[config.mk]
export PLATFORM = sky130hd
export DESIGN_NAME = mul_ctrl_flat
export DESIGN_NICKNAME = d
export VERILOG_FILES = /design/src/rtl/core_config_pkg.sv /design/src/rtl/mul_ctrl_if.sv /design/src/rtl/mul_result_fix.sv /design/src/rtl/mul_ctrl.sv /design/src/flat_wrapper.sv
export SDC_FILE = /design/constraint.sdc
export NUM_CORES = 1
export LEC_CHECK = 0
export CORE_UTILIZATION = 41
export CTS_CLUSTER_DIAMETER = 80
export DETAILED_ROUTE_END_ITERATION = 10
export HOLD_SLACK_MARGIN = 0.15
export PLACE_DENSITY = 0.78
export SLEW_MARGIN = 20
export SYNTH_ARGS = -nofsm -noshare
export SYNTH_HDL_FRONTEND = slang
export SYNTH_SLANG_ARGS = --single-unit
[constraint.sdc]
create_clock -name clk -period 3.2 [get_ports clk]
set_input_delay 0.64 -clock clk [delete_from_list [all_inputs] [get_ports clk]]
set_output_delay 0.64 -clock clk [all_outputs]
set_load 0.01 [all_outputs]
[src/rtl/core_config_pkg.sv]
// Core-wide configuration shared by the multiply path.
//
// Contents:
//   XLEN               operand width (only 32 is supported by mul_ctrl)
//   mul_op_t           RV32M multiply operation encoding
//   mul_cls_t          signedness class of a computed 64-bit product
//   mul_ctrl_state_t   mul_ctrl sequencing states
//   mul_op_class()     signedness class produced by the booth for a given op
package core_config_pkg;

  localparam int unsigned XLEN = 32;

  typedef enum logic [1:0] {
    MulOpMul    = 2'b00,
    MulOpMulh   = 2'b01,
    MulOpMulhsu = 2'b10,
    MulOpMulhu  = 2'b11
  } mul_op_t;

  // SS: rs1 signed, rs2 signed; SU: rs1 signed, rs2 unsigned; UU: both unsigned.
  typedef enum logic [1:0] {
    MulClsSs = 2'b00,
    MulClsSu = 2'b01,
    MulClsUu = 2'b10
  } mul_cls_t;

  typedef enum logic [2:0] {
    StIdle  = 3'd0,
    StStart = 3'd1,
    StWait  = 3'd2,
    StDone  = 3'd3,
    StDrain = 3'd4
  } mul_ctrl_state_t;

  // MUL runs the booth with X signed, Y unsigned and no high-word correction,
  // so its full 64-bit product is exactly the SU product.
  function automatic mul_cls_t mul_op_class(input mul_op_t op);
    mul_cls_t cls;
    case (op)
      MulOpMulh:   cls = MulClsSs;
      MulOpMulhu:  cls = MulClsUu;
      default:     cls = MulClsSu;
    endcase
    return cls;
  endfunction

endpackage

[src/rtl/mul_ctrl_if.sv]
// Request/response channel between the ALU issue stage and mul_ctrl.
//
// Signals:
//   req_valid/req_ready   request handshake (issue -> controller)
//   req_op/rs1/rs2/tag    request payload
//   rsp_valid/rsp_ready   response handshake (controller -> issue)
//   rsp_data/rsp_tag      response payload
// Modports: master = issue side, slave = mul_ctrl.
interface mul_ctrl_if
  import core_config_pkg::*;
#(
  parameter int unsigned XLEN  = core_config_pkg::XLEN,
  parameter int unsigned TAG_W = 5
);

  logic             req_valid;
  logic             req_ready;
  mul_op_t          req_op;
  logic [XLEN-1:0]  req_rs1;
  logic [XLEN-1:0]  req_rs2;
  logic [TAG_W-1:0] req_tag;

  logic             rsp_valid;
  logic             rsp_ready;
  logic [XLEN-1:0]  rsp_data;
  logic [TAG_W-1:0] rsp_tag;

  modport master (
    output req_valid, req_op, req_rs1, req_rs2, req_tag, rsp_ready,
    input  req_ready, rsp_valid, rsp_data, rsp_tag
  );

  modport slave (
    input  req_valid, req_op, req_rs1, req_rs2, req_tag, rsp_ready,
    output req_ready, rsp_valid, rsp_data, rsp_tag
  );

endinterface

[src/rtl/mul_result_fix.sv]
// Combinational high-word correction for the booth product.
//
// The booth always recodes X as two's complement. When rs1 is meant to be
// unsigned (MULHU) and its MSB is set, the booth has effectively multiplied
// by (rs1 - 2^XLEN), so rs2 is added back into the high word. The low word is
// never affected.
//
// Ports:
//   mul_z_i      raw booth product
//   rs2_i        multiplier operand
//   op_i         operation of the product
//   rs1_msb_i    rs1[XLEN-1]
//   prod_o       corrected 64-bit product
module mul_result_fix
  import core_config_pkg::*;
#(
  parameter int unsigned XLEN = core_config_pkg::XLEN
) (
  input  logic [2*XLEN-1:0] mul_z_i,
  input  logic [XLEN-1:0]   rs2_i,
  input  mul_op_t           op_i,
  input  logic              rs1_msb_i,
  output logic [2*XLEN-1:0] prod_o
);

  logic            fix_en;
  logic [XLEN-1:0] hi_word;

  always_comb begin
    fix_en  = (op_i == MulOpMulhu) && rs1_msb_i;
    hi_word = mul_z_i[2*XLEN-1:XLEN];
    if (fix_en) begin
      hi_word = hi_word + rs2_i;
    end
    prod_o = {hi_word, mul_z_i[XLEN-1:0]};
  end

endmodule

[src/rtl/mul_ctrl.sv]
// Sequencing controller between the ALU issue stage and the 32-cycle radix-2
// booth multiplier.
//
// Accepts one RV32M multiply at a time, drives the booth operands and a
// one-cycle start pulse, captures the booth product, applies the MULHU
// high-word correction and returns the selected word with its tag.
//
// Ports:
//   clk, rst_n        clock, asynchronous active-low reset (shared with booth)
//   bus               mul_ctrl_if.slave request/response channel
//   flush_i           discard the accepted/in-flight op
//   mul_start_o       booth start pulse
//   mul_x_signed_o    booth X signedness (informational, booth recodes X signed)
//   mul_y_signed_o    booth Y signedness
//   mul_x_o, mul_y_o  booth operands, stable from start until the next accept
//   mul_valid_i       booth result pulse
//   mul_z_i           booth product, meaningful only with mul_valid_i
//   busy_o            controller not idle
//
// Build option: define MUL_RESULT_REUSE_EN to keep the last completed product
// and answer a matching request without running the booth.
module mul_ctrl
  import core_config_pkg::*;
#(
  parameter int unsigned XLEN  = core_config_pkg::XLEN,
  parameter int unsigned TAG_W = 5
) (
  input  logic              clk,
  input  logic              rst_n,
  mul_ctrl_if.slave         bus,
  input  logic              flush_i,
  output logic              mul_start_o,
  output logic              mul_x_signed_o,
  output logic              mul_y_signed_o,
  output logic [XLEN-1:0]   mul_x_o,
  output logic [XLEN-1:0]   mul_y_o,
  input  logic              mul_valid_i,
  input  logic [2*XLEN-1:0] mul_z_i,
  output logic              busy_o
);

  mul_ctrl_state_t  state_q;
  mul_op_t          op_q;
  logic [XLEN-1:0]  rs1_q;
  logic [XLEN-1:0]  rs2_q;
  logic [TAG_W-1:0] tag_q;
  logic             mul_start_q;
  logic             mul_x_signed_q;
  logic             mul_y_signed_q;
  logic             rsp_valid_q;
  logic [XLEN-1:0]  rsp_data_q;
  logic [TAG_W-1:0] rsp_tag_q;

  logic              accept;
  logic [2*XLEN-1:0] fixed_prod;
  logic [XLEN-1:0]   result_word;
  logic              cache_hit;
  logic [XLEN-1:0]   cache_word;

  assign accept = bus.req_valid && (state_q == StIdle) && !flush_i;

  // Shared by the capture path and the cache fill.
  mul_result_fix #(
    .XLEN (XLEN)
  ) u_result_fix (
    .mul_z_i   (mul_z_i),
    .rs2_i     (rs2_q),
    .op_i      (op_q),
    .rs1_msb_i (rs1_q[XLEN-1]),
    .prod_o    (fixed_prod)
  );

  assign result_word = (op_q == MulOpMul) ? fixed_prod[XLEN-1:0]
                                          : fixed_prod[2*XLEN-1:XLEN];

`ifdef MUL_RESULT_REUSE_EN
  logic              cache_valid_q;
  logic [XLEN-1:0]   cache_rs1_q;
  logic [XLEN-1:0]   cache_rs2_q;
  mul_cls_t          cache_cls_q;
  logic [2*XLEN-1:0] cache_prod_q;
  logic              cache_fill;

  // Only non-flushed completions fill; the cache is never speculative, so a
  // later flush leaves it intact.
  assign cache_fill = (state_q == StWait) && mul_valid_i && !flush_i;

  always_ff @(posedge clk or negedge rst_n) begin
    if (!rst_n) begin
      cache_valid_q <= 1'b0;
      cache_rs1_q   <= '0;
      cache_rs2_q   <= '0;
      cache_cls_q   <= MulClsSs;
      cache_prod_q  <= '0;
    end else if (cache_fill) begin
      cache_valid_q <= 1'b1;
      cache_rs1_q   <= rs1_q;
      cache_rs2_q   <= rs2_q;
      cache_cls_q   <= mul_op_class(op_q);
      cache_prod_q  <= fixed_prod;
    end
  end

  // The low word is identical for every class, so MUL hits on operands alone.
  assign cache_hit = cache_valid_q
                  && (cache_rs1_q == bus.req_rs1)
                  && (cache_rs2_q == bus.req_rs2)
                  && ((bus.req_op == MulOpMul) || (cache_cls_q == mul_op_class(bus.req_op)));
  assign cache_word = (bus.req_op == MulOpMul) ? cache_prod_q[XLEN-1:0]
                                               : cache_prod_q[2*XLEN-1:XLEN];
`else
  assign cache_hit  = 1'b0;
  assign cache_word = '0;
`endif

  always_ff @(posedge clk or negedge rst_n) begin
    if (!rst_n) begin
      state_q        <= StIdle;
      op_q           <= MulOpMul;
      rs1_q          <= '0;
      rs2_q          <= '0;
      tag_q          <= '0;
      mul_start_q    <= 1'b0;
      mul_x_signed_q <= 1'b0;
      mul_y_signed_q <= 1'b0;
      rsp_valid_q    <= 1'b0;
      rsp_data_q     <= '0;
      rsp_tag_q      <= '0;
    end else begin
      mul_start_q <= 1'b0;
      unique case (state_q)
        StIdle: begin
          if (accept) begin
            op_q           <= bus.req_op;
            rs1_q          <= bus.req_rs1;
            rs2_q          <= bus.req_rs2;
            tag_q          <= bus.req_tag;
            mul_x_signed_q <= (bus.req_op == MulOpMulh) || (bus.req_op == MulOpMulhsu);
            mul_y_signed_q <= (bus.req_op == MulOpMulh);
            if (cache_hit) begin
              rsp_valid_q <= 1'b1;
              rsp_data_q  <= cache_word;
              rsp_tag_q   <= bus.req_tag;
              state_q     <= StDone;
            end else begin
              mul_start_q <= 1'b1;
              state_q     <= StStart;
            end
          end
        end
        StStart: begin
          // The start pulse has already reached the booth; a flush must drain it.
          state_q <= flush_i ? StDrain : StWait;
        end
        StWait: begin
          if (flush_i) begin
            // A product arriving alongside the flush is the one being drained.
            state_q <= mul_valid_i ? StIdle : StDrain;
          end else if (mul_valid_i) begin
            rsp_valid_q <= 1'b1;
            rsp_data_q  <= result_word;
            rsp_tag_q   <= tag_q;
            state_q     <= StDone;
          end
        end
        StDone: begin
          // Handshake and flush both retire the response; no accept this cycle.
          if (bus.rsp_ready || flush_i) begin
            rsp_valid_q <= 1'b0;
            state_q     <= StIdle;
          end
        end
        StDrain: begin
          if (mul_valid_i) begin
            state_q <= StIdle;
          end
        end
        default: begin
          state_q <= StIdle;
        end
      endcase
    end
  end

  assign bus.req_ready  = (state_q == StIdle);
  assign bus.rsp_valid  = rsp_valid_q;
  assign bus.rsp_data   = rsp_data_q;
  assign bus.rsp_tag    = rsp_tag_q;
  assign mul_start_o    = mul_start_q;
  assign mul_x_signed_o = mul_x_signed_q;
  assign mul_y_signed_o = mul_y_signed_q;
  assign mul_x_o        = rs1_q;
  assign mul_y_o        = rs2_q;
  assign busy_o         = (state_q != StIdle);

endmodule

[src/flat_wrapper.sv]
// flat-port wrapper written by rule: the top's interface ports become plain ports
module mul_ctrl_flat import core_config_pkg::*;
#(
  parameter int unsigned XLEN  = core_config_pkg::XLEN,
  parameter int unsigned TAG_W = 5
)
  (clk, rst_n, flush_i, mul_start_o, mul_x_signed_o, mul_y_signed_o, mul_x_o, mul_y_o, mul_valid_i, mul_z_i, busy_o, bus_req_valid, bus_req_op, bus_req_rs1, bus_req_rs2, bus_req_tag, bus_rsp_ready, bus_req_ready, bus_rsp_valid, bus_rsp_data, bus_rsp_tag);
  mul_ctrl_if #(.XLEN(XLEN), .TAG_W(TAG_W)) bus_i ();
  input  logic clk;
  input  logic rst_n;
  input  logic flush_i;
  output logic mul_start_o;
  output logic mul_x_signed_o;
  output logic mul_y_signed_o;
  output logic [XLEN-1:0] mul_x_o;
  output logic [XLEN-1:0] mul_y_o;
  input  logic mul_valid_i;
  input  logic [2*XLEN-1:0] mul_z_i;
  output logic busy_o;
  input wire logic [$bits(bus_i.req_valid)-1:0] bus_req_valid;
  input wire logic [$bits(bus_i.req_op)-1:0] bus_req_op;
  input wire logic [$bits(bus_i.req_rs1)-1:0] bus_req_rs1;
  input wire logic [$bits(bus_i.req_rs2)-1:0] bus_req_rs2;
  input wire logic [$bits(bus_i.req_tag)-1:0] bus_req_tag;
  input wire logic [$bits(bus_i.rsp_ready)-1:0] bus_rsp_ready;
  output wire logic [$bits(bus_i.req_ready)-1:0] bus_req_ready;
  output wire logic [$bits(bus_i.rsp_valid)-1:0] bus_rsp_valid;
  output wire logic [$bits(bus_i.rsp_data)-1:0] bus_rsp_data;
  output wire logic [$bits(bus_i.rsp_tag)-1:0] bus_rsp_tag;
  assign bus_i.req_valid = bus_req_valid;
  assign bus_i.req_op = bus_req_op;
  assign bus_i.req_rs1 = bus_req_rs1;
  assign bus_i.req_rs2 = bus_req_rs2;
  assign bus_i.req_tag = bus_req_tag;
  assign bus_i.rsp_ready = bus_rsp_ready;
  assign bus_req_ready = bus_i.req_ready;
  assign bus_rsp_valid = bus_i.rsp_valid;
  assign bus_rsp_data = bus_i.rsp_data;
  assign bus_rsp_tag = bus_i.rsp_tag;
  mul_ctrl #(.XLEN(XLEN), .TAG_W(TAG_W)) u_core (.clk(clk), .rst_n(rst_n), .bus(bus_i), .flush_i(flush_i), .mul_start_o(mul_start_o), .mul_x_signed_o(mul_x_signed_o), .mul_y_signed_o(mul_y_signed_o), .mul_x_o(mul_x_o), .mul_y_o(mul_y_o), .mul_valid_i(mul_valid_i), .mul_z_i(mul_z_i), .busy_o(busy_o));
endmodule
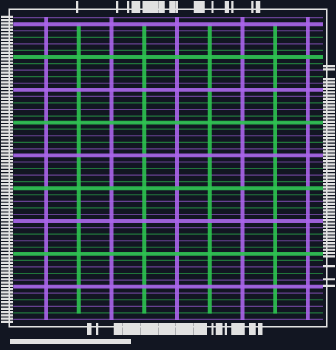
**Above:** run 1 (PDN straps and rails).
Scale bar: 50 um. Pins as bars on the die edge.
| colour | net |
|---|---|
| purple | VSS |
| green | VDD |
signal pins: 248
met1 rails: 47
met4 straps: 9
rows: 46

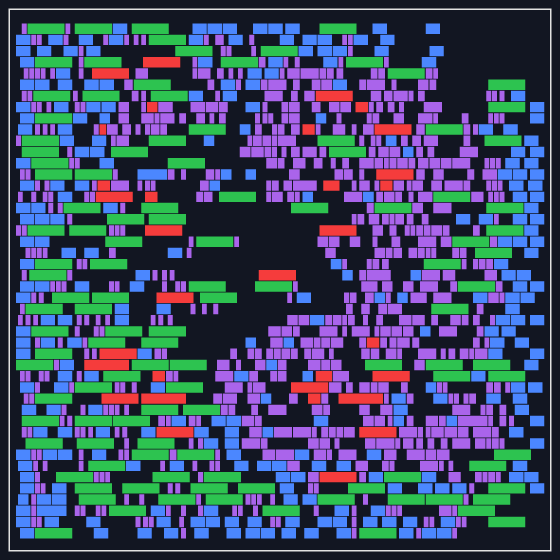
**Above:** run 1 (placement by cell class).
| colour | class | cells |
|---|---|---|
| blue | remaining buffers and delay cells | 275 |
| red | clock drivers and dummy loads | 32 |
| green | registers | 115 |
| purple | remaining logic cells | 672 |
Finished Cell Area: 10200 um2
sequential share of cell area: 0.283
total number of placement rows: 46
Core Util, Final: 0.633
core region area: 16100 um2

==> summary.txt, run 1 <==
Notes on the physical design

The total number of nets in the final design is about 1300. Leaving out filler cells and counting taps, the final layout contains about 1300. The area fraction of the dominant cell type after synthesis is 0.422. The hold buffer count at cts is 0. The distinct cell type count of the synthesized netlist is around 70.

Once synthesis finished, the tally of register bits stood at about 120. The average cell area after synthesis is ~8 um2. The post-CTS setup buffer count is 0.

Per Yosys stat, the portion of area used by sequential elements is 0.422. The routed design shows a wire length per standard cell of about 17 um. In the synthesized netlist the dominant register cell turns out to be sky130_fd_sc_hd__dfrtp_1. The flow ran to the end, and the final reports show no timing, DRC or antenna violations. The worst register-to-register path has a depth of 9.

For the finished layout, the period the worst path requires is 2.85 ns. The number of max-cap violations is 0. In the routed layout, each cell is associated on average with a via count of roughly 5.3. The post-layout period usage of the worst path is 0.890. The power density over the cells is 964 nW/um2. The leakage power total is ~4.7 nW. The number of clock buffers added by TritonCTS is 17. The number of gates given a new drive strength after cts is 0.

The violation count after the first detailed-routing iteration is around 370. Summing over every cut layer, the via total after detailed routing is 6971. The relative slew slack is 0.429.

The number of clock sinks came to 115. The worst setup path is captured at a flip-flop. The placed wire-length estimate is between 15000 and 20000 um.

The cell area after synthesis is approximately 6800 um2. The area of the die is around 17000 um2. In the post-synthesis netlist, the biggest area contributors are sky130_fd_sc_hd__dfrtp_1, sky130_fd_sc_hd__nand2_1, sky130_fd_sc_hd__ha_1.

Per the placement report, the placed cell count is 1278. Setup repair after global routing left no endpoint under its margin. The overall global routing resource usage is 0.271. For this design, Yosys synthesis ends with a cell count of between 800 and 900. In this run the remaining antenna-violating nets after routing total 0. The number of search-and-repair iterations in the first detailed-routing pass is 5. By instance count after routing, the leading logic cell types are sky130_fd_sc_hd__nand2_1, sky130_fd_sc_hd__clkdlybuf4s50_1, sky130_fd_sc_hd__dfrtp_1. The number of design rule violations left after detail routing is 0. The via count of the first global-routing pass is between 6000 and 7000. After global routing the overflow that remains totals 0. The number of top-level pins is between 200 and 250. The y dimension of the die is between 100 and 150 um.

The worst IR drop on VDD is ~0.00047 V. The layout cell share with drive strength beyond 1 is 0.0740. At the floorplan stage, the core utilization is reported as 0.425.

For reference, the top cells by count after synthesis are sky130_fd_sc_hd__nand2_1, sky130_fd_sc_hd__dfrtp_1, sky130_fd_sc_hd__a21oi_1. The count of library flops with an enable pin is 0. The total wire length after detailed routing is about 22000 um. Among all cell types in the netlist, the one instantiated most often is sky130_fd_sc_hd__nand2_1. From left edge to right edge, the die measures 131 um. Static timing analysis puts the maximum clock frequency at approximately 350 MHz. The buffer type at the clock tree root is sky130_fd_sc_hd__clkbuf_16.

The OpenROAD report gives the critical path a data arrival time of between 3 and 4 ns. The warning tally printed by Yosys for this design is 0. The required time reported for the critical path endpoint is 3.54 ns. Per the placement log, port buffering inserted between 200 and 250 buffers. TritonCTS built the clock tree. The top fanout value on the critical path is 4.

CTS reports a maximum clock tree buffer depth of 2. By startpoint and endpoint, the worst setup path is classified as primary input to flip-flop. The hold violation count in the final report is 0.

The number of warnings the tools reported is 28. From synthesis to final layout, the design area changed by 49.0%. The clock transition time at the flip-flop clock pins of the worst setup and hold paths is about 0.06 ns. On the critical path, the stage with the largest delay is an instance of sky130_fd_sc_hd__clkdlybuf4s50_1. The slew at the pin closest to its max-slew limit is 0.856 ns.

0 antenna diodes ended up in the layout. The final count of pins violating max slew is 0. The first global-routing pass estimated roughly 35000 um of wire.

Synthesis handed over a netlist of around 830 instances. The total design power is just under 10 mW. By instance count after routing, the leading logic cell type is sky130_fd_sc_hd__nand2_1. The initial antenna violation count is 0.

The synthesized netlist has a Yosys-reported chip area of ~6800 um2. The number of H-tree levels is 4. The later pin in the worst-skew pair is clocked with a latency of 0.43 ns. The maximum number of pins on one net before global-route repair is between 100 and 150. The worst setup skew after layout is roughly 0.014 ns. The worst min-delay path class is primary input to asynchronous set/reset pin. Setup violations remaining at the end of the flow were counted as 0. The maximum cell stage delay along the critical path is between 0.4 and 0.5 ns. The share of flip-flops with an asynchronous set or reset after synthesis is 1.00.
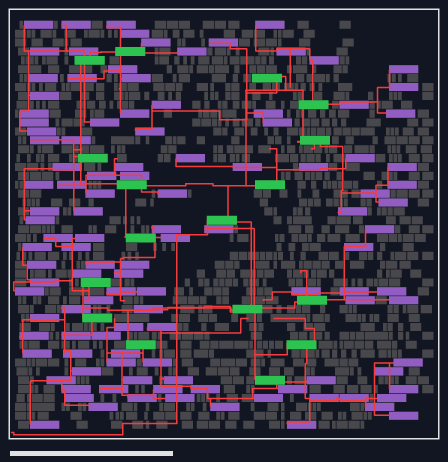
**Above:** run 1 (clock wires, drivers and flops).
Scale bar: 50 um.
[red] clock wires | length: 1850 um
[purple] flip-flops | count: 115
[green] clock-net drivers | count: 17
flops lie: spread over the die
routed clock nets: 18

-- run 1: cell families (layout without fill, tap and decap cells) --
| family | count (synthesis) | count (layout) | synth area share |
|---|---|---|---|
| fa+ha+maj | 33 | 33 | 0.0616 |
| simple gates | 408 | 408 | 0.254 |
| xor+xnor | 12 | 12 | 0.0154 |
| flops | 115 | 115 | 0.422 |
| buf+inv | 62 | 322 | 0.0460 |
| mux | 5 | 5 | 0.00733 |
| compound gates | 199 | 199 | 0.194 |
-- run 1: worst max-delay path: cells and delay by family --
kind / cells / cell delay, ns
buf+inv: 1 / 0.43
fa+ha+maj: 2 / 0.62
compound gates: 7 / 1.48
-- run 1: worst paths after layout --
path | startpoint | to | slack (ns)
worst max-delay path | mul_z_i[32] | u_core.bus.rsp_data[10]$_DFFE_PN0P_ | 0.35
worst min-delay path | rst_n | u_core.mul_x_o[27]$_DFFE_PN0P_ | 0.29
worst max register to register | u_core.mul_y_o[0]$_DFFE_PN0P_ | u_core.bus.rsp_data[10]$_DFFE_PN0P_ | 0.51
worst min register to register | u_core.mul_x_o[5]$_DFFE_PN0P_ | u_core.mul_x_o[5]$_DFFE_PN0P_ | 0.47
max in group asynchronous | rst_n | u_core.mul_y_o[29]$_DFFE_PN0P_ | 2.43
min in group clk | u_core.mul_x_o[5]$_DFFE_PN0P_ | u_core.mul_x_o[5]$_DFFE_PN0P_ | 0.47
-- run 1: where the power goes --
part           leakage (nW)  internal [mW]  switching, mW  total, mW
logic                  2.98           2.48           2.63       5.11
registers              1.44           2.13          0.536       2.66
clock network         0.303           1.25          0.787       2.03
-- run 1: state kept, by name, summed over array words and instances, names as in the netlist --
| name | count |
|---|---|
| u_core.mul_y_signed_o | 1 |
| u_core.mul_start_o | 1 |
| u_core.bus.rsp_valid | 1 |
| u_core.bus.rsp_tag | 5 |
| u_core.mul_x_signed_o | 1 |
| u_core.bus.rsp_data | 32 |
| u_core.state_q | 3 |
| u_core.op_q | 2 |
| u_core.mul_x_o | 32 |
| u_core.tag_q | 5 |
| u_core.mul_y_o | 32 |
-- run 1: stage by stage --
stage                     setup slack (ns)  cell area [um2]  setup TNS, ns  hold slack, ns
after CTS                            0.362            10200              0           0.332
after global routing                 0.175            10200              0           0.337
after floorplan                      0.594             6820              0           0.344
after detailed placement           -0.0668             9550        -0.0997           0.461
final                                0.352            10200              0           0.288
after global placement             0.00378             9550              0           0.447
-- run 1: cell type report --
cell class                      instances  area [um2]
Fill cell                            1390        5890
Clock buffer                           17         425
Timing Repair Buffer                  275        2710
Tap cell                              216         270
Inverter                               15        56.3
Multi-Input combinational cell        657        3640
Sequential cell                       115        2880
Clock inverter                         15         195
-- run 1: per-layer routing --
| metal | track usage | part of all wire |
|---|---|---|
| met1 | 0.358 | 0.45 |
| met2 | 0.415 | 0.43 |
| met3 | 0.0835 | 0.10 |
| met4 | 0.108 | 0.022 |
| met5 | 0 | 0 |
**Run 1: the clock network**

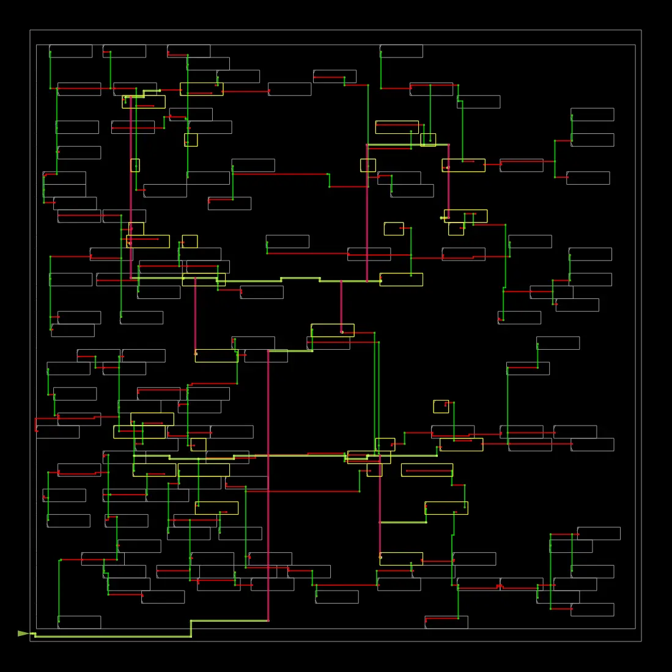

--- run 2 (diff from run 1) ---
--- a/config.mk
+++ b/config.mk
@@ -8,8 +8,9 @@
 export CORE_UTILIZATION = 41
 export CTS_CLUSTER_DIAMETER = 80
 export DETAILED_ROUTE_END_ITERATION = 10
+export GPL_ROUTABILITY_DRIVEN = 0
 export HOLD_SLACK_MARGIN = 0.15
-export PLACE_DENSITY = 0.78
+export PLACE_DENSITY = 0.74
 export SLEW_MARGIN = 20
 export SYNTH_ARGS = -nofsm -noshare
 export SYNTH_HDL_FRONTEND = slang
==> constraint.sdc (replaced) <==
create_clock -name clk -period 2.8 [get_ports clk]
set_input_delay 0.56 -clock clk [delete_from_list [all_inputs] [get_ports clk]]
set_output_delay 0.56 -clock clk [all_outputs]
set_load 0.01 [all_outputs]
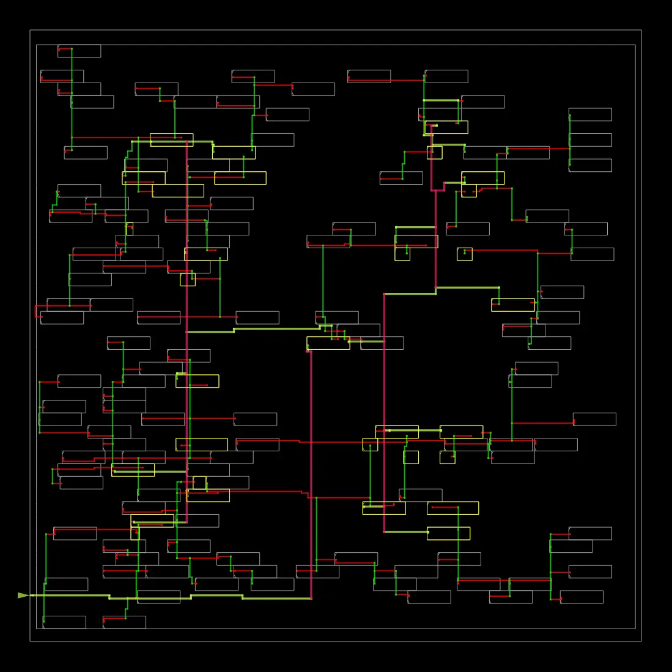
**Above:** run 2 (the clock network).
power dissipated in the clock network: 2.36 mW
total CTS buffers: 17
Clock Skews: 0.00636 ns

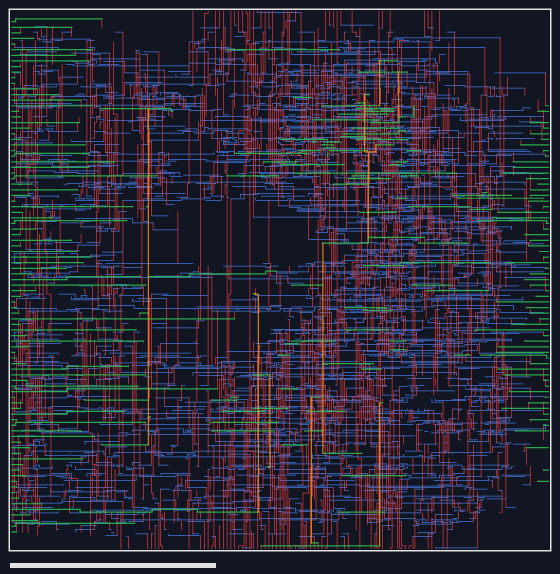
**Above:** run 2 (routed metal, one colour a layer).
Scale bar: 50 um.
| colour | layer | wire length |
|---|---|---|
| red | M2 | 10400 um |
| blue | M1 | 10100 um |
| orange | M4 | 340 um |
| green | M3 | 2260 um |

==> run 2 against run 1 <==
Compared with the run above:
- combinational power grew 26%
- utilization grew 3.0 points
- register-to-register slack lost 0.34 ns
- wire length grew 2.9%
- flip-flop count is the same
- clock power grew 16%
- sequential power grew 14%
- clock skew shrank 0.0072 ns
- non-clock buffer count grew 57
- critical endpoint is now u_core.bus.rsp_data[30]$_DFFE_PN0P_
- largest power group unchanged
==> summary.txt, run 2 <==
Notes on the physical design

The flow ran to the end, and the final reports show no timing, DRC or antenna violations. The kind of end point of the critical path is a flip-flop. The cell area after synthesis is 6820 um2 (unchanged).

The highest clock rate this design can be run at is 375 MHz. The timing report shows that the slowest cell on the worst path is sky130_fd_sc_hd__or4_4. The hold violation count in the final report is 0 (unchanged).

The area share of and-or/or-and cells after synthesis is 0.194 (unchanged). The count of library flops with an enable pin is 0 (unchanged). Per the synthesis report, the dominant area consumer among library cells is sky130_fd_sc_hd__dfrtp_1. The critical path arrival was 3.01 ns (-0.17 ns). The area of placed instances is 9960 um2 (+4.3%). The total number of nets in the final design is 1312 (+4.5%). The power density over the cells is 1110 nW/um2 (+15%). The area figure in the yosys stat output is 6820 um2 (unchanged).

The overall global routing resource usage is 0.279 (+0.00803). The worst IR drop on VDD came to 0.000722 V (+55%). The total wire length after detailed routing is 23100 um (+2.9%). The startpoint type of the worst setup path is a primary input. The relative slew slack is 0.681 (+0.252).

The post-layout period usage of the worst path is 0.953. The leakage power total is 5.02 nW (+6.2%). The clock latency of the later-clocked register in the worst-skew pair is 0.42 ns (about the same).

By instance count after routing, the leading logic cell type is sky130_fd_sc_hd__nand2_1. The number of design rule violations left after detail routing was 0 (unchanged). The worst setup slack for register-to-register paths was 0.17 ns (-0.34 ns).

The design internal power was 7.21 mW (+23%). The buffer-and-inverter tally for the worst setup path is 1 (unchanged). sky130_fd_sc_hd__nand2_1 is the most common cell in the netlist. The number of max-cap violations was 0 (unchanged). TritonCTS built the clock tree. The total design power was 11.8 mW (+21%). The wire length of the first global-routing pass is 36200 um (+3.0%). The number of nets in the synthesized netlist is roughly 1000.

The number of H-tree levels came to 4 (unchanged). Counting I/O delays and the setup requirement, the final critical path takes around 2.7 ns. The instance count of the mapped netlist came to 834 (unchanged).

In the layout the commonest cells are sky130_fd_sc_hd__nand2_1, sky130_fd_sc_hd__clkdlybuf4s50_1, sky130_fd_sc_hd__dfrtp_1. The layout cell share with drive strength beyond 1 is 0.123 (+0.0493). The total of endpoints with negative setup slack in the final report is 0 (unchanged). The post-layout worst setup margin is 0.133 ns (-0.220 ns). The via count came to 7161 (+2.7%). The slew at the pin closest to its max-slew limit is 0.479 ns (-0.378 ns). Along the worst hold path, the cell count comes to 2.

Relative to the synthesized area, the layout overhead comes to 56.2%. Sorting the synthesized cells by area gives the leading types as sky130_fd_sc_hd__dfrtp_1, sky130_fd_sc_hd__nand2_1, sky130_fd_sc_hd__ha_1. The fraction of the core area occupied by cells at floorplan was 0.425 (unchanged). The violation count after the first detailed-routing iteration is 592 (+59%). The share of flip-flops with an asynchronous set or reset after synthesis is 1.00 (unchanged). The count of antenna-violating nets left after detailed routing is 0 (unchanged). The TritonCTS sink count is 115 (unchanged). The part of the Yosys area used for sequential elements is 0.422 (unchanged).

The post-route standard cell area excluding fillers is 10700 um2 (+4.8%). The number of search-and-repair iterations in the first detailed-routing pass came to 7 (+2). The proportion of power drawn by the clock network is 0.200 (-0.007). The yosys cell count is 834 (unchanged). The layout filler cell count is 1318 (-5.2%). The portion of total power attributed to combinational logic is 0.545 (+0.024).

The maximum cell stage delay along the critical path is 0.49 ns (+0.06 ns). The number of warnings the tools reported is 26 (-7.1%). The non-filler instance count after layout is 1368 (+4.4%). The maximum number of pins on one net before global-route repair is 76 (-34%). The number of top-level pins came to 248 (unchanged).

The cell total after placement is 1331 (+4.1%). The number of cells on the worst reg-to-reg path came to 9 (unchanged). The total number of placement rows is 46 (unchanged). The maximum clock insertion buffer count is 2 (unchanged).

The simple logic cell fraction of the synthesized area was 0.254 (unchanged). The final count of pins violating max slew is 0 (unchanged). The terminus of the critical flop-to-flop path is u_core.bus.rsp_data[30]$_DFFE_PN0P_. Per STA, the library cell used most along the worst path is sky130_fd_sc_hd__o211ai_2.

The worst min-delay path class is flip-flop to flip-flop. The initial antenna violation count is 1 (+1). The net switching fraction of the power is 0.390 (-0.0127).

The xor-xnor portion of the synthesized cell area came to 0.0154 (unchanged). The synthesis warning total is 0 (unchanged). The final global-route overflow total came to 0 (unchanged). The instance count on the critical path was 9 (-1).

The average cell area after synthesis is 8.18 um2 (unchanged). The utilization after layout was 0.664 (+0.0304). The y dimension of the die came to 131 um (unchanged). The combined area of the multi-input logic cells is 3670 um2 (+0.79%).

The total net switching power came to 4.62 mW (+17%). The area of the die came to 17200 um2 (unchanged). The post-synthesis sequential element count came to 115 (unchanged).

The critical path class is primary input to flip-flop. The sequential group share of total power was 0.255 (-0.017). For reference, the critical path is captured by u_core.bus.rsp_data[30]$_DFFE_PN0P_.

The number of buffers inserted by port buffering is 247 (unchanged). The area fraction of the dominant cell type after synthesis came to 0.422 (unchanged). The main flop type is sky130_fd_sc_hd__dfrtp_1. The minimum setup slack after placement came to -0.390 ns (-0.323 ns). The buffer type at the clock tree root is sky130_fd_sc_hd__clkbuf_16. The launch point of the critical path is mul_z_i[36]. The distinct cell type count of the synthesized netlist is 69 (unchanged). The core footprint is 16100 um2 (unchanged). The largest combinational cell category by area is simple AND/OR/NAND/NOR gates. Yosys reports that the most numerous cell types are sky130_fd_sc_hd__nand2_1, sky130_fd_sc_hd__dfrtp_1, sky130_fd_sc_hd__a21oi_1. The cell family contributing the most delay on the critical path is simple AND/OR/NAND/NOR gates. The average vias per placed instance is 5.23 (-1.6%). The cell sequence reported for the critical path is clkdlybuf4s50_1 -> ha_1 -> nand2_1 -> o211ai_2 -> nand4_1 -> a21oi_4 -> o211ai_2 -> or4_4 -> a41oi_2. The fraction of the mapped netlist area in adder cells is 0.0616 (unchanged). The required time reported for the critical path endpoint is 3.14 ns (-0.40 ns).

The portion of netlist area occupied by mux cells is 0.00733 (unchanged). The placed wire-length estimate came to 16600 um (+3.3%). The via count of the first global-routing pass was 7027 (+2.9%).

The source of the worst register-to-register timing path is u_core.mul_y_o[0]$_DFFE_PN0P_. The overall die width came to 131 um (unchanged). The register area is 2880 um2 (unchanged). The routed length per instance was 16.9 um (-1.4%).

The clock transition time at the flip-flop clock pins of the worst setup and hold paths is 0.06 ns (about the same). The top fanout value on the critical path is 5 (+1).
## run 2: cell counts after synthesis
No cell type changed its count.
## run 2: cells by family (layout without fill, tap and decap cells)
logic type	after synthesis	after routing
flops	115	115
mux	5	5
xor+xnor	12	12
buf+inv	62	379
fa+ha+maj	33	33
other cells	0	1
simple gates	408	408
compound gates	199	199
## run 2: tightest hold or removal path, stage by stage (launching register included)
cell and delay (ns):
sky130_fd_sc_hd__dfrtp_1 0.34, sky130_fd_sc_hd__nand2_1 0.05, sky130_fd_sc_hd__nand2_1 0.05
## run 2: area by class of cell
| type | count | area share |
|---|---|---|
| inverters | 15 | 0.00528 |
| well taps | 216 | 0.0254 |
| flip-flops and latches | 115 | 0.270 |
| repair buffers | 332 | 0.296 |
| clock buffers | 18 | 0.0403 |
| multi-input cells | 657 | 0.344 |
| clock inverters | 14 | 0.0190 |
| diodes | 1 | 0.000235 |
## run 2: what timing repair did
| item | CTS | global route |
|---|---|---|
| resized | 0 | 7 |
| buffers inserted | 0 | 3 |
| endpoints found under the setup margin | 0 | 10 |
| hold buffers | 1 | 0 |
| hold endpoints to repair | 34 | 0 |
## run 2: power groups by stage
stage               sequential [mW]  combinational (mW)  clock [mW]
floorplan                      3.24                2.91           0
global placement               3.00                6.24           0
detailed placement             3.03                6.32           0
CTS                            3.02                6.39        2.38
global route                   3.12                7.06        2.46
finish                         3.02                6.45        2.36
## run 2: worst min path at each step
stage,slack (ns),endpoint,startpoint
after floorplan,0.26,u_core.bus.rsp_data[0]$_DFFE_PN0P_,rst_n
after global placement,0.45,u_core.bus.rsp_tag[4]$_DFFE_PN0P_,u_core.tag_q[4]$_DFFE_PN0P_
after detailed placement,0.46,u_core.bus.rsp_tag[4]$_DFFE_PN0P_,u_core.tag_q[4]$_DFFE_PN0P_
after CTS,0.47,u_core.bus.rsp_tag[4]$_DFFE_PN0P_,u_core.tag_q[4]$_DFFE_PN0P_
after global routing,0.50,u_core.bus.rsp_data[12]$_DFFE_PN0P_,u_core.bus.rsp_data[12]$_DFFE_PN0P_
final,0.47,u_core.bus.rsp_tag[4]$_DFFE_PN0P_,u_core.tag_q[4]$_DFFE_PN0P_
## run 2: metal layers
| metal | routed length [um] | part of all wire | vias to the layer above | global-route usage |
|---|---|---|---|---|
| met3 | 2260 | 0.098 | 28 | 0.0888 |
| met4 | 339 | 0.015 | 0 | 0.0757 |
| met5 | 0 | 0 | - | 0 |
| met1 | 10100 | 0.44 | 3285 | 0.360 |
| li1 | - | - | 3521 | - |
| met2 | 10400 | 0.45 | 327 | 0.452 |
## run 2: metrics by stage
| stage | setup TNS (ns) | hold slack, ns |
|---|---|---|
| final | 0 | 0.469 |
| after CTS | 0 | 0.470 |
| after global routing | -0.0000184 | 0.505 |
| after detailed placement | -4.88 | 0.456 |
| after global placement | -4.13 | 0.447 |
| after floorplan | 0 | 0.264 |
**Run 2: placement by cell class**

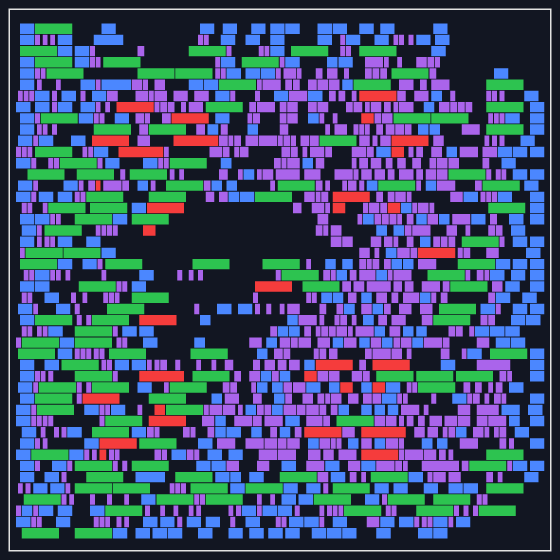

--- run 3 (diff from run 2) ---
--- a/config.mk
+++ b/config.mk
@@ -5,13 +5,14 @@
 export SDC_FILE = /design/constraint.sdc
 export NUM_CORES = 1
 export LEC_CHECK = 0
-export CORE_UTILIZATION = 41
+export CORE_UTILIZATION = 47
 export CTS_CLUSTER_DIAMETER = 80
 export DETAILED_ROUTE_END_ITERATION = 10
 export GPL_ROUTABILITY_DRIVEN = 0
 export HOLD_SLACK_MARGIN = 0.15
-export PLACE_DENSITY = 0.74
+export PLACE_DENSITY = 0.8
 export SLEW_MARGIN = 20
 export SYNTH_ARGS = -nofsm -noshare
 export SYNTH_HDL_FRONTEND = slang
+export SYNTH_HIERARCHICAL = 1
 export SYNTH_SLANG_ARGS = --single-unit
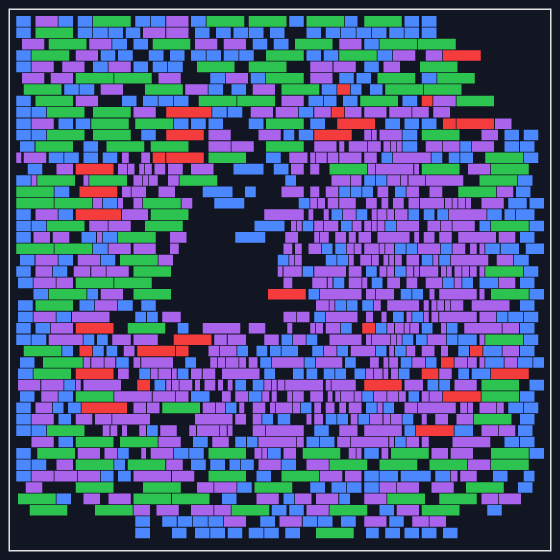
**Above:** run 3 (placement by cell class).
| colour | class | cells |
|---|---|---|
| red | clock drivers and dummy loads | 32 |
| blue | remaining buffers and delay cells | 377 |
| green | registers | 115 |
| purple | remaining logic cells | 479 |

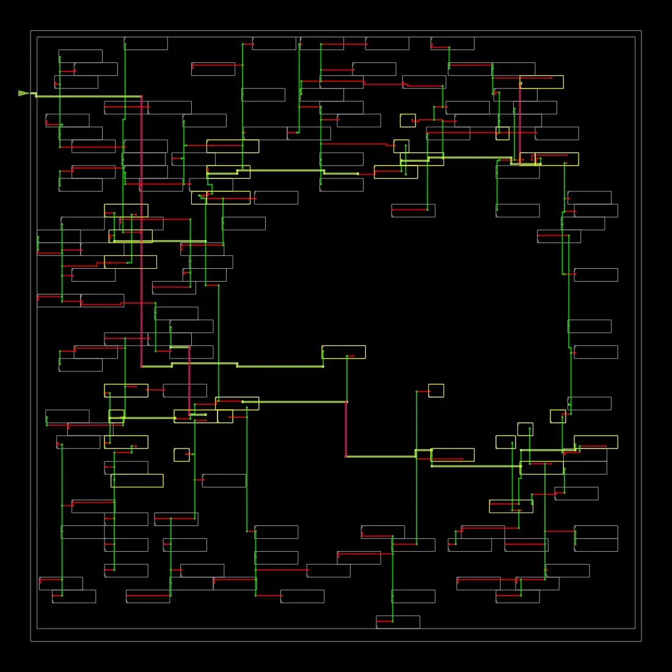
**Above:** run 3 (the clock network).
TritonCTS sink count: 115
Clock Skews: 0.0163 ns

==> run 3 against run 2 <==
Compared with the run above:
- the flow now finishes with violations (negative setup slack)
- area after synthesis rose by 11%
- largest cell class unchanged
- highest routed layer unchanged
- die size decreased by 2.7%
- flip-flop count did not move
- final area is 14% higher
- first-iteration DRC count decreased by 51%
- clock power is 2% lower
- hold slack got worse by 0.32 ns
- clock-buffer cell count fell by 1
- worst setup slack lost 0.20 ns
- final cell count is 11% lower
- critical path depth increased by 2
- total power is 3.9% higher
==> summary.txt, run 3 <==
Notes on the physical design

The number of buffers inserted by port buffering is 247 (unchanged). The core footprint was 15800 um2 (-1.4%). The via count of the first global-routing pass is 6884 (-2.0%). The count of antenna-violating nets left after detailed routing is 0 (unchanged). The share of flip-flops with an asynchronous set or reset after synthesis is 1.00 (unchanged). The slew at the pin closest to its max-slew limit came to 0.617 ns (+0.139 ns). The number of max-cap violations is 0 (unchanged). The combined area of the multi-input logic cells is 4760 um2 (+30%).

The maximum clock insertion buffer count came to 2 (unchanged). The maximum cell stage delay along the critical path was 0.40 ns (-0.09 ns). The critical path is of the flip-flop to flip-flop type. The worst setup slack for register-to-register paths is -0.07 ns (-0.24 ns). The critical path arrival is 3.18 ns (+0.17 ns). The run finished, with violations left. The top fanout value on the critical path came to 3 (-2). The hold violation count in the final report came to 0 (unchanged).

Leaving out fill and tap cells, the most frequent cell in the layout is sky130_fd_sc_hd__clkdlybuf4s50_1. The number of search-and-repair iterations in the first detailed-routing pass came to 5 (-2). The final global-route overflow total is 0 (unchanged). The power in the clock group is 2.31 mW (-2%). The design internal power is 7.93 mW (+10%). The startpoint type of the worst setup path is a flip-flop. In this run the top signal layer used is met4. The part of the Yosys area used for sequential elements was 0.378 (-0.0433). The violation count after the first detailed-routing iteration is 288 (-51%). The reported combinational group power is 7.07 mW (+9.6%). The kind of end point of the critical path is a flip-flop.

The instance count of the mapped netlist was 657 (-21%). The total wire length after detailed routing came to 23400 um (+1.3%). The total design power is 12.3 mW (+3.9%). The number of warnings the tools reported is 29 (+12%). The sequential group share of total power was 0.237 (-0.018). The cell area after synthesis is 7600 um2 (+11%).

The area figure in the yosys stat output is 7600 um2 (+11%). The report lists the cells along the critical path as ha_4 -> fa_2 -> a21o_1 -> a31oi_4 -> nor2_4 -> a22o_2 -> a31oi_4 -> xor2_1 -> o21ai_1 -> mux2_2 -> mux2_4. The minimum period implied by the final worst setup slack was 2.87 ns (+0.205 ns). The y dimension of the die came to 129 um (-1.4%). The highest attainable clock frequency was 348 MHz (-7.1%). Per the CTS log, the root buffer master is sky130_fd_sc_hd__clkbuf_16.

The sum of met3 wire segment lengths after detailed routing is 1410 um (-37%). The most numerous cell type found on the critical path is sky130_fd_sc_hd__a31oi_4. The layout filler cell count came to 983 (-25%). The net switching fraction of the power is 0.355 (-0.0358).

The average cell area after synthesis is 11.6 um2 (+41%). The post-route standard cell area excluding fillers came to 12100 um2 (+14%). The wire length of the first global-routing pass is 35000 um (-3.3%).

The clock latency of the later-clocked register in the worst-skew pair is 0.43 ns (about the same). The worst IR drop on VDD was 0.000616 V (-15%). The leading area contributor after synthesis is sky130_fd_sc_hd__dfrtp_1. The portion of total power attributed to combinational logic is 0.575 (+0.030). TritonCTS built the clock tree. In this run the worst hold path is classified as primary input to asynchronous set/reset pin. The length of routed met2 wiring was 12300 um (+18%).

The leakage power total came to 5.49 nW (+9.5%). In the post-synthesis netlist, the cell with the most instances is sky130_fd_sc_hd__dfrtp_1. The proportion of power drawn by the clock network is 0.188 (-0.012). The number of cells on the worst reg-to-reg path was 11 (+2). The number of design rule violations left after detail routing is 0 (unchanged). The maximum number of pins on one net before global-route repair was 52 (-32%).

The synthesis warning total is 6 (+6). The area fraction of the dominant cell type after synthesis was 0.378 (-0.0433). The worst hold margin is 0.149 ns (-0.320 ns). The buffer-and-inverter tally for the worst setup path was 0 (-1). The overall die width is 129 um (-1.4%). Looking at the reg2reg group, the worst path starts from u_core/mul_y_o[0]$_DFFE_PN0P_. The yosys cell count is 657 (-21%). The fraction of the core area occupied by cells at floorplan is 0.480 (+0.0555). The distinct cell type count of the synthesized netlist is 71 (+2.9%). The final count of pins violating max slew is 0 (unchanged). The required time reported for the critical path endpoint is 3.11 ns (-0.03 ns). The net count entering floorplan was 831 (-18%). The non-filler instance count after layout is 1220 (-11%). The area of placed instances is 10800 um2 (+8.4%).

The count of library flops with an enable pin is 0 (unchanged). The power density over the cells came to 1010 nW/um2 (-8.6%). The via count is 6505 (-9.2%). The relative slew slack is 0.589 (-0.0924). The commonest cells after synthesis are sky130_fd_sc_hd__dfrtp_1, sky130_fd_sc_hd__mux2_4, sky130_fd_sc_hd__nand2_1. The final reports fail on negative setup slack. The number of H-tree levels is 4 (unchanged).

The number of top-level pins is 248 (unchanged). The hold buffer count at cts is 0 (-1). The total number of nets in the final design is 1164 (-11%). The area of the die came to 16700 um2 (-2.7%). The post-synthesis sequential element count is 115 (unchanged). The biggest power consumer among the groups is combinational cells. The slowest cell on the critical path is sky130_fd_sc_hd__dfrtp_1. The placed wire-length estimate is 16300 um (-1.8%). The total of endpoints with negative setup slack in the final report came to 7 (+7).

The initial antenna violation count is 1 (unchanged). The main flop type is sky130_fd_sc_hd__dfrtp_1. The overall global routing resource usage was 0.275 (-0.00421). The cell total after placement came to 1171 (-12%).

The routing usage on met2 is 0.490 (+0.0386). The clock transition time at the flip-flop clock pins of the worst setup and hold paths is 0.06 ns (about the same). The total net switching power came to 4.36 mW (-5.6%). The met3 routing resource usage after global routing is 0.0739 (-0.0149). The register area is 2880 um2 (about the same). By area the synthesized netlist is led by sky130_fd_sc_hd__dfrtp_1, sky130_fd_sc_hd__mux2_4, sky130_fd_sc_hd__mux2_2. The setup total negative slack came to -0.269 ns (-0.269 ns). The post-layout worst setup margin is -0.0720 ns (-0.205 ns).

In the layout the commonest cells are sky130_fd_sc_hd__clkdlybuf4s50_1, sky130_fd_sc_hd__buf_4, sky130_fd_sc_hd__dfrtp_1.
run 3: netlist changes by cell type in the layout (fill, tap and decap cells not counted), moves of 19 or more:
cell	change
sky130_fd_sc_hd__nand2_1	-230
sky130_fd_sc_hd__ha_4	+24
sky130_fd_sc_hd__ha_1	-24
sky130_fd_sc_hd__a21oi_1	-40
sky130_fd_sc_hd__mux2_4	+94
sky130_fd_sc_hd__nor2_1	-19
sky130_fd_sc_hd__buf_4	+42
sky130_fd_sc_hd__clkdlybuf4s50_1	-27
sky130_fd_sc_hd__mux2_2	+49
run 3: cell families after synthesis:
| family | Yosys count | share of synthesized area |
|---|---|---|
| multiplexers | 147 | 0.261 |
| AND-OR/OR-AND | 138 | 0.119 |
| AND/OR/NAND/NOR | 126 | 0.0818 |
| flip-flops | 115 | 0.378 |
| buffers and inverters | 73 | 0.0749 |
| adder cells (fa/ha/maj) | 33 | 0.0553 |
| XOR/XNOR | 25 | 0.0288 |
run 3: repair_timing:
item	in CTS	in global routing
pin swaps	37	31
setup buffers	7	9
endpoints found under the setup margin	23	20
gates resized	78	45
run 3: worst max-delay path by stage:
stage | cells past startpoint | startpoint | slack, ns | end
finish | 11 | u_core/mul_y_o[0]$_DFFE_PN0P_ | -0.07 | u_core/bus.rsp_data[22]$_DFFE_PN0P_
global placement | 12 | mul_z_i[32] | -0.73 | u_core/bus.rsp_data[28]$_DFFE_PN0P_
global route | 11 | u_core/mul_y_o[0]$_DFFE_PN0P_ | -0.13 | u_core/bus.rsp_data[26]$_DFFE_PN0P_
CTS | 11 | u_core/mul_y_o[0]$_DFFE_PN0P_ | -0.03 | u_core/bus.rsp_data[22]$_DFFE_PN0P_
floorplan | 11 | mul_z_i[32] | -0.03 | u_core/bus.rsp_data[26]$_DFFE_PN0P_
detailed placement | 12 | mul_z_i[32] | -0.77 | u_core/bus.rsp_data[22]$_DFFE_PN0P_
run 3: through the flow:
| stage | utilization | setup WS (ns) |
|---|---|---|
| final | 0.765 | -0.0720 |
| after global routing | 0.765 | -0.132 |
| after CTS | 0.749 | -0.0261 |
| after detailed placement | 0.682 | -0.770 |
| after global placement | 0.682 | -0.725 |
| after floorplan | - | -0.0286 |
run 3: cell type report:
cell class | count | share of cell area
Antenna cell | 1 | 0.000207
Tap cell | 216 | 0.0223
Sequential cell | 115 | 0.238
Timing Repair Buffer | 377 | 0.292
Clock buffer | 17 | 0.0351
Inverter | 10 | 0.00310
Multi-Input combinational cell | 469 | 0.393
Clock inverter | 15 | 0.0162
run 3: worst register-to-register path, stage by stage, from the launching register on:
cell	delay, ns
sky130_fd_sc_hd__dfrtp_1	0.40
sky130_fd_sc_hd__ha_4	0.18
sky130_fd_sc_hd__fa_2	0.35
sky130_fd_sc_hd__a21o_1	0.21
sky130_fd_sc_hd__a31oi_4	0.26
sky130_fd_sc_hd__nor2_4	0.07
sky130_fd_sc_hd__a22o_2	0.28
sky130_fd_sc_hd__a31oi_4	0.15
sky130_fd_sc_hd__xor2_1	0.19
sky130_fd_sc_hd__o21ai_1	0.13
sky130_fd_sc_hd__mux2_2	0.28
sky130_fd_sc_hd__mux2_4	0.26
Power and IR drop assume default switching activity.
